--- config.mk ---
export PLATFORM = sky130hd
export DESIGN_NAME = mcp23017_target
export DESIGN_NICKNAME = d
export VERILOG_FILES = /design/src/rtl/mcp23017_pkg.sv /design/src/rtl/i2c_target_phy.sv /design/src/rtl/mcp23017_target.sv
export SDC_FILE = /design/constraint.sdc
export NUM_CORES = 1
export LEC_CHECK = 0
export CORE_MARGIN = 4
export CORE_UTILIZATION = 51
export CTS_CLUSTER_SIZE = 10
export DETAILED_ROUTE_END_ITERATION = 7
export PLACE_DENSITY = 0.8
export RECOVER_POWER = 25
export SYNTH_ARGS = -nofsm -noshare
export SYNTH_HDL_FRONTEND = slang
export SYNTH_HIERARCHICAL = 1
export SYNTH_SLANG_ARGS = --single-unit
export TNS_END_PERCENT = 30
--- constraint.sdc ---
create_clock -name clk_i -period 3.55 [get_ports clk_i]
set_input_delay 0.71 -clock clk_i [delete_from_list [all_inputs] [get_ports clk_i]]
set_output_delay 0.71 -clock clk_i [all_outputs]
set_load 0.01 [all_outputs]
--- src/rtl/mcp23017_pkg.sv ---
// Shared definitions for the MCP23017-compatible I2C target.
// Holds the register map, the FSM state type and the pointer arithmetic helpers.
package mcp23017_pkg;

    localparam logic [7:0] REG_IODIRA = 8'h00;
    localparam logic [7:0] REG_IODIRB = 8'h01;
    localparam logic [7:0] REG_IPOLA  = 8'h02;
    localparam logic [7:0] REG_IPOLB  = 8'h03;
    localparam logic [7:0] REG_GPPUA  = 8'h0C;
    localparam logic [7:0] REG_GPPUB  = 8'h0D;
    localparam logic [7:0] REG_GPIOA  = 8'h12;
    localparam logic [7:0] REG_GPIOB  = 8'h13;
    localparam logic [7:0] REG_OLATA  = 8'h14;
    localparam logic [7:0] REG_OLATB  = 8'h15;
    localparam logic [7:0] REG_LAST   = 8'h15;

    typedef enum logic [3:0] {
        IDLE, ADDR, ADDR_ACK, PTR, PTR_ACK, WDATA, WDATA_ACK, RDATA, RACK
    } state_t;

    // Out-of-range pointer bytes fold back into the 22-entry map.
    function automatic logic [7:0] ptr_wrap(input logic [7:0] b);
        return b % 8'd22;
    endfunction

    function automatic logic [7:0] ptr_inc(input logic [7:0] p);
        return (p == REG_LAST) ? 8'h00 : p + 8'h01;
    endfunction

endpackage

--- src/rtl/i2c_target_phy.sv ---
// Synchronizes raw SCL/SDA into clk_i and flags SCL edges plus START/STOP.
// Stage [1] is the synchronized level, stage [2] its previous value.
module i2c_target_phy (
    input  logic clk_i,
    input  logic rst_i,
    input  logic scl_i,
    input  logic sda_i,
    output logic sda_o,
    output logic scl_rise_o,
    output logic scl_fall_o,
    output logic start_o,
    output logic stop_o
);
    logic [2:0] r_scl;
    logic [2:0] r_sda;

    always_ff @(posedge clk_i or posedge rst_i) begin
        if (rst_i) begin
            r_scl <= 3'b111;
            r_sda <= 3'b111;
        end else begin
            // NOTE: sequential state is assigned with <= only, so every stage sees the old value.
            r_scl <= {r_scl[1:0], scl_i};
            r_sda <= {r_sda[1:0], sda_i};
        end
    end

    assign sda_o      = r_sda[1];
    assign scl_rise_o = r_scl[1] & ~r_scl[2];
    assign scl_fall_o = ~r_scl[1] & r_scl[2];
    assign start_o    = r_scl[1] & r_scl[2] & ~r_sda[1] & r_sda[2];
    assign stop_o     = r_scl[1] & r_scl[2] & r_sda[1] & ~r_sda[2];

endmodule

--- src/rtl/mcp23017_target.sv ---
// I2C target exposing an MCP23017-style register map over two 8-bit ports.
// SDA is only ever pulled low in ACK windows or while returning read data.
module mcp23017_target
    import mcp23017_pkg::*;
#(
    parameter logic [6:0] DEV_ADDR = 7'b010_0000
) (
    input  logic       clk_i,
    input  logic       rst_i,
    input  logic       scl_i,
    input  logic       sda_i,
    output logic       sda_o,
    output logic       sda_t,
    input  logic [7:0] porta_i,
    input  logic [7:0] portb_i,
    output logic [7:0] porta_o,
    output logic [7:0] portb_o,
    output logic [7:0] porta_oe_o,
    output logic [7:0] portb_oe_o,
    output logic [7:0] porta_pu_o,
    output logic [7:0] portb_pu_o,
    output logic       wr_stb_o,
    output logic [7:0] wr_addr_o,
    output logic [7:0] wr_data_o
);
    logic       w_sda, w_scl_rise, w_scl_fall, w_start, w_stop;
    logic [7:0] w_rx_byte, w_rd_data;

    state_t     r_state;
    logic [2:0] r_bit_cnt;
    logic [7:0] r_shift, r_ptr;
    logic       r_sda_t, r_ack_on, r_rw;
    logic       r_wr_stb;
    logic [7:0] r_wr_addr, r_wr_data;
    logic [7:0] r_iodira, r_iodirb, r_ipola, r_ipolb;
    logic [7:0] r_gppua, r_gppub, r_olata, r_olatb;

    i2c_target_phy u_phy (
        .clk_i      (clk_i),
        .rst_i      (rst_i),
        .scl_i      (scl_i),
        .sda_i      (sda_i),
        .sda_o      (w_sda),
        .scl_rise_o (w_scl_rise),
        .scl_fall_o (w_scl_fall),
        .start_o    (w_start),
        .stop_o     (w_stop)
    );

    assign w_rx_byte = {r_shift[6:0], w_sda};

    always_comb begin
        // NOTE: default first so no latch is inferred for unmapped pointers.
        w_rd_data = 8'h00;
        case (r_ptr)
            REG_IODIRA: w_rd_data = r_iodira;
            REG_IODIRB: w_rd_data = r_iodirb;
            REG_IPOLA:  w_rd_data = r_ipola;
            REG_IPOLB:  w_rd_data = r_ipolb;
            REG_GPPUA:  w_rd_data = r_gppua;
            REG_GPPUB:  w_rd_data = r_gppub;
            REG_GPIOA:  w_rd_data = (r_iodira & (porta_i ^ r_ipola)) | (~r_iodira & r_olata);
            REG_GPIOB:  w_rd_data = (r_iodirb & (portb_i ^ r_ipolb)) | (~r_iodirb & r_olatb);
            REG_OLATA:  w_rd_data = r_olata;
            REG_OLATB:  w_rd_data = r_olatb;
            default:    ;
        endcase
    end

    always_ff @(posedge clk_i or posedge rst_i) begin
        if (rst_i) begin
            r_state   <= IDLE;
            r_bit_cnt <= 3'd0;
            r_shift   <= 8'h00;
            r_ptr     <= 8'h00;
            r_sda_t   <= 1'b1;
            r_ack_on  <= 1'b0;
            r_rw      <= 1'b0;
            r_wr_stb  <= 1'b0;
            r_wr_addr <= 8'h00;
            r_wr_data <= 8'h00;
        end else begin
            r_wr_stb <= 1'b0;
            if (w_start) begin
                r_state   <= ADDR;
                r_bit_cnt <= 3'd0;
                r_sda_t   <= 1'b1;
                r_ack_on  <= 1'b0;
            end else if (w_stop) begin
                r_state  <= IDLE;
                r_sda_t  <= 1'b1;
                r_ack_on <= 1'b0;
            end else begin
                case (r_state)
                    ADDR, PTR, WDATA: if (w_scl_rise) begin
                        r_shift   <= w_rx_byte;
                        r_bit_cnt <= r_bit_cnt + 3'd1;
                        if (r_bit_cnt == 3'd7) begin
                            if (r_state == ADDR) begin
                                r_rw    <= w_rx_byte[0];
                                r_state <= (w_rx_byte[7:1] == DEV_ADDR) ? ADDR_ACK : IDLE;
                            end else if (r_state == PTR) begin
                                r_ptr   <= ptr_wrap(w_rx_byte);
                                r_state <= PTR_ACK;
                            end else begin
                                r_wr_stb  <= 1'b1;
                                r_wr_addr <= r_ptr;
                                r_wr_data <= w_rx_byte;
                                r_ptr     <= ptr_inc(r_ptr);
                                r_state   <= WDATA_ACK;
                            end
                        end
                    end
                    // First SCL fall opens the ACK window, the second one closes it.
                    ADDR_ACK, PTR_ACK, WDATA_ACK: if (w_scl_fall) begin
                        if (!r_ack_on) begin
                            r_sda_t  <= 1'b0;
                            r_ack_on <= 1'b1;
                        end else begin
                            r_ack_on  <= 1'b0;
                            r_bit_cnt <= 3'd0;
                            if (r_state == ADDR_ACK && r_rw) begin
                                r_state <= RDATA;
                                r_shift <= w_rd_data;
                                r_sda_t <= w_rd_data[7];
                            end else begin
                                r_state <= (r_state == ADDR_ACK) ? PTR : WDATA;
                                r_sda_t <= 1'b1;
                            end
                        end
                    end
                    RDATA: begin
                        if (w_scl_fall) begin
                            r_shift <= {r_shift[6:0], 1'b0};
                            r_sda_t <= r_shift[6];
                        end else if (w_scl_rise) begin
                            r_bit_cnt <= r_bit_cnt + 3'd1;
                            if (r_bit_cnt == 3'd7) r_state <= RACK;
                        end
                    end
                    RACK: begin
                        if (w_scl_fall) begin
                            if (!r_ack_on) begin
                                r_sda_t  <= 1'b1;
                                r_ack_on <= 1'b1;
                            end else begin
                                r_ack_on  <= 1'b0;
                                r_bit_cnt <= 3'd0;
                                r_state   <= RDATA;
                                r_shift   <= w_rd_data;
                                r_sda_t   <= w_rd_data[7];
                            end
                        end else if (w_scl_rise && r_ack_on) begin
                            r_ptr <= ptr_inc(r_ptr);
                            if (w_sda) begin
                                r_state  <= IDLE;
                                r_ack_on <= 1'b0;
                            end
                        end
                    end
                    default: ;
                endcase
            end
        end
    end

    // Register file is written the cycle after the strobe; GPIOx aliases OLATx.
    always_ff @(posedge clk_i or posedge rst_i) begin
        if (rst_i) begin
            r_iodira <= 8'hFF;
            r_iodirb <= 8'hFF;
            r_ipola  <= 8'h00;
            r_ipolb  <= 8'h00;
            r_gppua  <= 8'h00;
            r_gppub  <= 8'h00;
            r_olata  <= 8'h00;
            r_olatb  <= 8'h00;
        end else if (r_wr_stb) begin
            case (r_wr_addr)
                REG_IODIRA:            r_iodira <= r_wr_data;
                REG_IODIRB:            r_iodirb <= r_wr_data;
                REG_IPOLA:             r_ipola  <= r_wr_data;
                REG_IPOLB:             r_ipolb  <= r_wr_data;
                REG_GPPUA:             r_gppua  <= r_wr_data;
                REG_GPPUB:             r_gppub  <= r_wr_data;
                REG_GPIOA, REG_OLATA:  r_olata  <= r_wr_data;
                REG_GPIOB, REG_OLATB:  r_olatb  <= r_wr_data;
                default:               ;
            endcase
        end
    end

    assign sda_o      = 1'b0;
    assign sda_t      = r_sda_t;
    assign porta_o    = r_olata;
    assign portb_o    = r_olatb;
    assign porta_oe_o = ~r_iodira;
    assign portb_oe_o = ~r_iodirb;
    assign porta_pu_o = r_gppua;
    assign portb_pu_o = r_gppub;
    assign wr_stb_o   = r_wr_stb;
    assign wr_addr_o  = r_wr_addr;
    assign wr_data_o  = r_wr_data;

endmodule

Figure 1. Pin placement (run 1).
Drawn at 2 px/um. Pins as bars across the die edge, other pins in grey.
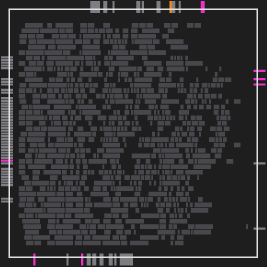
wr_data_o -> magenta  # pins 8, direction output, edge 3 east, 2 south, 2 north, 1 west
wr_stb_o -> orange  # pins 1, direction output, edge north
all pins by edge = 44 west, 19 north, 19 south, 5 east
die height: 123.3 um
die width: 123.3 um
Port Buf Inserts: 85

Figure 2. Clock network drawn from the DEF (run 1).
Drawn at 4 px/um.
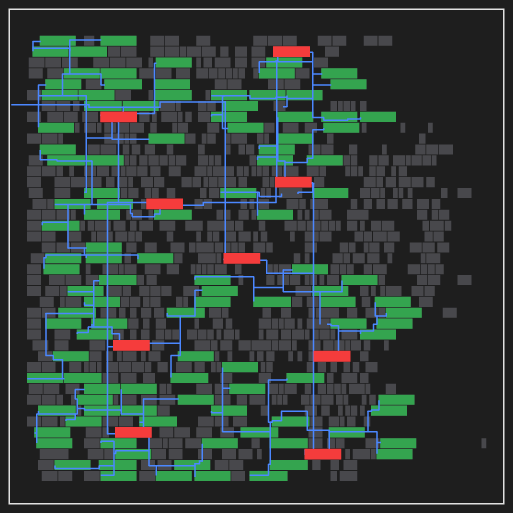
cells driving clock nets -> red  # count 9
flip-flops -> green  # count 112
clock wires -> blue  # length 1310 um
routed clock nets = 10
Clock Latency Late Sink: 0.37 ns
Clock group: 1.02 mW
clock power share: 25.1%
clock skew: 0.01131 ns

Figure 3. The metal 2 layer (run 1).
Drawn at 3 px/um.
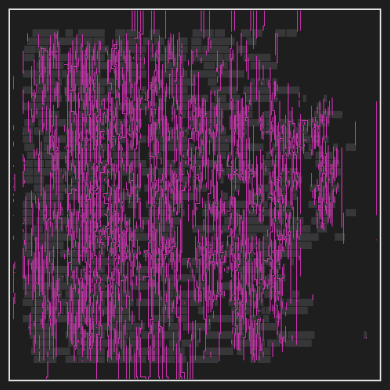
main direction = vertical
nets with wire on the layer = 701
share of all routed wire = 48%
longest straight run = 43.5 um
vias after detailed routing: 6140
drt total wl: 20260 um
met2 Resource Use GR: 45.19%

==> reports/metrics.cfg, run 1 <==
[synth]
avgSynthCellArea_um2=9.493
yosysWarnings=6
netlist.area_leader.share_pct=32.86
yosys-top-cells-area=dfrtp_1 33%, mux2_2 11%, dfstp_2 8.9%, o21ai_0 3.5%, nand2_1 3.4%
async_reset_ff_share_pct=100.0
synthTopLogicFamily=AND-OR/OR-AND gates
yosys.area_share.simple_pct=16.82
synth_cell_types=80
ys.flops=112
yosys_area_um2=6778
yosysSeqAreaShare_pct=41.78
mux_area_share_pct=11.57
synthAoiAreaFrac_pct=20.68
synth_area_um2=6778
synth_adder_area_share_pct=1.292
ff_type=dfrtp_1
edf_count=0
xor_area_share_pct=2.455
top_area_cell=dfrtp_1
synthCells=714
yosysCellCount=714
fp_nets=741

[worst_setup_path]
critPathLaunchType=register
crit_type=register to register
slowest_stage=dfstp_1
cp.buffers_inverters=0
arrival_ns=3.21
slowest_delay_ns=0.71
crit_top_cell=nor2_1
cp_max_fo=11
path_cells=and4b_1 > nor2_1 > o31ai_1 > o21bai_2 > nor2_1 > nor4bb_1 > nand2_1 > nand3_1
critPathRequiredTime_ns=3.85
crit_family=simple AND/OR/NAND/NOR gates
cp-end-kind=register

[clock_tree]
root_buffer=clkbuf_16
clkTransAtPathRegs_ns=0.07
postCtsHoldBufs=0
cts_tree=yes
cts.path.max_buffers=2
cts_htree_levels=3
cts_buffers=9
post-cts-setup-buffers=0
cts_resized=0
clock_sinks=112

[place]
placed_cells=928
gp_congestion=0.9255
post-dp-hpwl_um=14140

[final_timing]
period_used_pct=81.93
rsz0062_at_grt=no
tns_ns=0
min_period_ns=2.908
setup_viol=0
clock.fmax_mhz=343.8
finalHoldViolations=0
slew_headroom_pct=21.33
worst_slew_pin_slew_ns=1.178
drv_slew=0

[die]
ios=87
initCoreUtil_pct=52.85
rows=41
dieArea_um2=15200
coreArea_um2=12820

[detailed_routing]
drc=0
drtPass1Iterations=6
wl_per_cell_um=21.46
postRouteAntennaNets=0
vias_per_cell=6.504
drt_iter0_markers=642

[final_layout]
final_common_cell=dfrtp_1
area_growth_pct=18.02
layout_top_cells=89 x dfrtp_1, 82 x clkdlybuf4s50_1, 66 x mux2_2
final_util_pct=62.37
nNetsFinal=794
antennaDiodeCount=0
instances_no_fill=944
drive_above_1_share_pct=16.71

[global_routing]
grt_use_met1_pct=35.59
track_usage_pct=27.44
busiest_layer=met2
grt_max_degree=61
antenna_found_initial=0
grt_pass1_vias=6166
grt_pass1_wl_um=32290
gr-total-overflow=0
met3_usage_pct=4.300

[power_and_ir_drop]
ir_drop_v=0.0002395
p_leak_nw=3.266
p_per_area_nw_per_um2=509.7
finalPower_mw=4.077

[outcome]
status=completed

[job]
log.warning_count=29
max_cap_viol_count=0

[hold_path]
hold_path.class=register to register

-- run 1: cells by family (layout without fill, tap and decap cells) --
kind of cell | Yosys count | after routing
simple gates | 210 | 210
compound gates | 209 | 209
flops | 112 | 112
buf+inv | 86 | 144
mux | 70 | 70
xor+xnor | 19 | 19
fa+ha+maj | 7 | 7
other cells | 1 | 1
-- run 1: cell type report --
class,instances,area (um2)
Tap cell,172,215.2
Clock inverter,6,61.31
Inverter,32,122.6
Clock buffer,10,239.0
Fill cell,1079,4826
Multi-Input combinational cell,516,3583
Timing Repair Buffer,96,945.9
Sequential cell,112,2831
-- run 1: through the flow --
stage                     hold slack [ns]  worst slack, ns  instance area [um2]
after floorplan                    0.3452          0.07924                 6778
after global placement             0.3460           0.7428                 7699
after detailed placement           0.3475           0.6954                 7699
after CTS                          0.3587           0.6866                 7999
after global routing               0.3659           0.4668                 7999
final                              0.3629           0.6417                 7999
-- run 1: final timing paths --
path	from	to	slack (ns)	cells after the start
max in group asynchronous	rst_i	r_iodira[4]$_DFFE_PP1P_	1.79	3
min reg2reg	u_phy/r_scl[0]$_DFF_PP1_	u_phy/r_scl[1]$_DFF_PP1_	0.36	0
max reg2reg	u_phy/r_sda[1]$_DFF_PP1_	r_ptr[5]$_DFFE_PP0P_	0.64	8
min	u_phy/r_scl[0]$_DFF_PP1_	u_phy/r_scl[1]$_DFF_PP1_	0.36	0
min in group asynchronous	rst_i	porta_o[7]$_DFFE_PP0P_	0.97	2
max	u_phy/r_sda[1]$_DFF_PP1_	r_ptr[5]$_DFFE_PP0P_	0.64	8
-- run 1: worst register-to-register path, stage by stage, from the launching register on --
cell and delay (ns):
dfstp_1 0.71, and4b_1 0.31, nor2_1 0.38, o31ai_1 0.26
o21bai_2 0.36, nor2_1 0.29, nor4bb_1 0.30, nand2_1 0.15
nand3_1 0.09
-- run 1: power by group --
part | switching (mW) | total (mW) | internal (mW)
combinational | 0.815 | 1.39 | 0.577
sequential | 0.295 | 1.66 | 1.37
clock | 0.510 | 1.02 | 0.513
total | 1.62 | 4.08 | 2.46
-- run 1: state kept, by name, summed over array words and instances, names as in the netlist --
signal,cells
porta_o,8
porta_pu_o,8
portb_o,8
portb_pu_o,8
r_iodira,8
r_iodirb,8
r_ipola,8
r_ipolb,8
r_ptr,8
wr_addr_o,8
wr_data_o,8
r_shift,7
r_state,4
r_bit_cnt,3
u_phy/r_scl,3
u_phy/r_sda,3
r_ack_on,1
r_rw,1
sda_t,1
wr_stb_o,1
-- run 1: Yosys cell counts (all sizes together), types with 16 or more instances --
cell type / n
a21oi: 38
a22oi: 24
buf: 16
clkbuf: 38
dfrtp: 89
dfstp: 23
inv: 32
mux2: 67
nand2: 61
nand3: 21
nor2: 41
o21ai: 54
-- run 1: metal layers --
metal	vias up	part of all wire (%)
li1	2740	-
met2	344	48
met1	2994	40
met3	62	8.2
met4	0	3.6
met5	-	0
--- run 2 (diff from run 1) ---
Clock period 3.55 ns to 2.5 ns, I/O delays scaled along.
Figure 4. Clock network drawn from the DEF (run 2).
Drawn at 4 px/um.
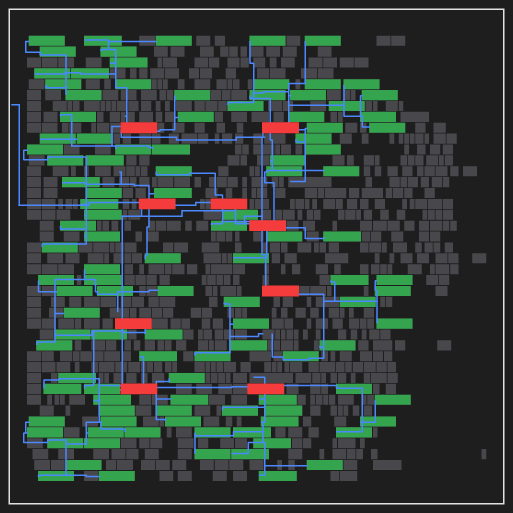
flip-flops -> green  # count 112
clock wires -> blue  # length 1320 um
cells driving clock nets -> red  # count 9
routed clock nets = 10
Clock group: 1.61 mW
clock power share: 25.7%
Clock Latency Late Sink: 0.36 ns

==> run 2 against run 1 <==
Setup slack got worse by 0.49 ns. Critical path type unchanged. Largest power group is now combinational logic. First-iteration DRC count fell by 0.16%. Cell count rose by 4.9%. Critical endpoint is now r_shift[3]$_DFFE_PP0P_. Die area did not move. Non-clock buffer count rose by 46. Highest routed layer unchanged.
==> reports/metrics.cfg, run 2 <==
[final_timing]
period_used_pct=93.85
min_period_ns=2.346
finalHoldViolations=0
finClkSkew_ns=0.009066
drv_slew=0
clock.fmax_mhz=426.2
setup_viol=0
timing.final.ws_setup_ns=0.1537
slew_headroom_pct=59.50
worst_slew_pin_slew_ns=0.6052

[detailed_routing]
drtPass1Iterations=5
wl_per_cell_um=20.97
vias=6260
vias_per_cell=6.323
drt_iter0_markers=641
drc=0
totalWireLength_um=20760
postRouteAntennaNets=0

[synth]
top_area_cell=dfrtp_1
synthCells=714
yosysSeqAreaShare_pct=41.78
yosysCellCount=714
synth_cell_types=80
common_cells=89 x dfrtp_1, 66 x mux2_2, 61 x nand2_1
yosysWarnings=6
yosys_area_um2=6778
async_reset_ff_share_pct=100.0
yosys-top-cells-area=dfrtp_1 33%, mux2_2 11%, dfstp_2 8.9%, o21ai_0 3.5%, nand2_1 3.4%
ys.flops=112
ff_type=dfrtp_1
avgSynthCellArea_um2=9.493
netlist.area_leader.share_pct=32.86
edf_count=0
top_cell=dfrtp_1
synth_area_um2=6778
fp_nets=741

[power_and_ir_drop]
power_switching_mw=2.369
p_leak_nw=3.508
p_int_mw=3.896
finalPower_mw=6.265
comb_power_share_pct=39.4
p_per_area_nw_per_um2=745.2
ir_drop_v=0.0003817
pwr-share-seq_pct=34.9
switching_share_pct=37.82

[worst_setup_path]
cp_max_fo=11
crit_type=register to register
critPathRequiredTime_ns=2.73
cp-end-kind=register
reg2reg_depth=9
arrival_ns=2.58
critPathLaunchType=register

[final_layout]
antennaDiodeCount=0
layout_top_cells=86 x dfrtp_1, 82 x clkdlybuf4s50_1, 66 x mux2_2
final_common_cell=dfrtp_1
n_fill_cell=1016
logic_area_um2=3605
drive_above_1_share_pct=22.49
area_growth_pct=24.04
seqCellArea_um2=2835
instances_no_fill=990
nNetsFinal=840

[clock_tree]
root_buffer=clkbuf_16
cts_tree=yes
cts_htree_levels=3
postCtsHoldBufs=0
clock_sinks=112
clkTransAtPathRegs_ns=0.08
cts_resized=0
cts.path.max_buffers=2
cts_buffers=9
post-cts-setup-buffers=0

[place]
post-dp-hpwl_um=14980
placed_cells=974
portBuffers=85
gp_congestion=0.9457
dp_worst_setup_slack_ns=0.08605

[job]
log.warning_count=29
max_cap_viol_count=0

[die]
ios=87
initCoreUtil_pct=52.85
dieArea_um2=15200
die_h_um=123.3
fp.dieW_um=123.3
coreArea_um2=12820

[hold_path]
hold_path.class=register to register
hold_path_depth=0

[global_routing]
grt_pass1_wl_um=33190
gr-total-overflow=0
grt_max_degree=98
track_usage_pct=28.05
grt_pass1_vias=6195
antenna_found_initial=0

[outcome]
status=completed

Figure 5. Placement by cell class (run 2).
Drawn at 3 px/um. Fill, decap, tap and diode cells in grey.
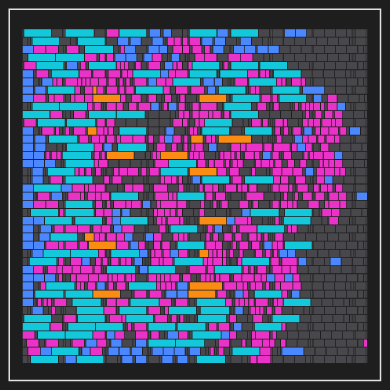
all other logic -> magenta  # cells 548, share of their area 45%
other buffers and delay cells -> blue  # cells 142, share of their area 16%
flip-flops -> cyan  # cells 112, share of their area 35%
clock drivers and dummy loads -> orange  # cells 16, share of their area 4.0%
Finished Cell Area: 8407 um2
FP Rows: 41
Seq area share: 33.73%

run 2: cell count changes in the layout (fill, tap and decap cells not counted), sizes merged:
cell and change:
buf +46, bufinv +2, clkinv -2
run 2: worst paths after layout:
check | start | to | slack, ns
max in group asynchronous | rst_i | r_iodirb[6]$_DFFE_PP1P_ | 1.01
worst max register to register | r_ptr[0]$_DFFE_PP0P_ | r_shift[3]$_DFFE_PP0P_ | 0.15
worst min register to register | u_phy/r_scl[0]$_DFF_PP1_ | u_phy/r_scl[1]$_DFF_PP1_ | 0.36
worst min-delay path | u_phy/r_scl[0]$_DFF_PP1_ | u_phy/r_scl[1]$_DFF_PP1_ | 0.36
min in group asynchronous | rst_i | r_bit_cnt[1]$_DFFE_PP0P_ | 0.63
worst max-delay path | r_ptr[0]$_DFFE_PP0P_ | r_shift[3]$_DFFE_PP0P_ | 0.15
run 2: metrics by stage:
stage	instance area (um2)	util (%)	setup TNS, ns	hold WS (ns)
global route	8407	65.55	-0.01452	0.3609
finish	8407	65.55	0	0.3568
detailed placement	8058	62.83	0	0.3473
CTS	8384	65.38	0	0.3583
floorplan	6782	-	0	0.3452
global placement	8058	62.83	0	0.3460
run 2: layout make-up:
type	count	area share [%]
Clock inverter	6	1.161
Tap cell	172	2.560
Sequential cell	112	33.73
Timing Repair Buffer	142	15.51
Inverter	32	1.444
Clock buffer	10	2.724
Multi-Input combinational cell	516	42.88
run 2: cells by family (layout without fill, tap and decap cells):
group                    count (synthesis)  after routing  synth area share (%)
flip-flops                             112            112                 41.78
buffers and inverters                   86            190                 5.354
XOR/XNOR                                19             19                 2.455
AND-OR/OR-AND                          209            209                 20.68
AND/OR/NAND/NOR                        210            210                 16.82
adder cells (fa/ha/maj)                  7              7                 1.292
other                                    1              1               0.05533
multiplexers                            70             70                 11.57
run 2: per-layer routing:
| layer | GRT usage (%) | vias up | wire, um |
|---|---|---|---|
| li1 | - | 2827 | - |
| met3 | 5.810 | 56 | 1688 |
| met4 | 9.135 | 0 | 551 |
| met2 | 45.94 | 328 | 9921 |
| met5 | 0 | - | 0 |
| met1 | 37.37 | 3049 | 8594 |
run 2: power by group through the flow:
stage,clock [mW],sequential (mW),combinational [mW]
after floorplan,0,2.05,1.78
after global placement,0,2.20,2.32
after detailed placement,0,2.20,2.40
after CTS,1.62,2.17,2.41
after global routing,1.70,2.21,2.74
final,1.61,2.18,2.47
run 2: worst max-delay path, stage by stage (launching register included):
cell      delay (ns)
dfrtp_1         0.44
inv_1           0.13
ha_1            0.35
buf_4           0.24
a31oi_1         0.19
a31oi_1         0.07
o31ai_1         0.24
o211ai_1        0.19
a221oi_1        0.30
a21oi_1         0.07
No activity file was given, so power comes from the tool's default toggle rates.
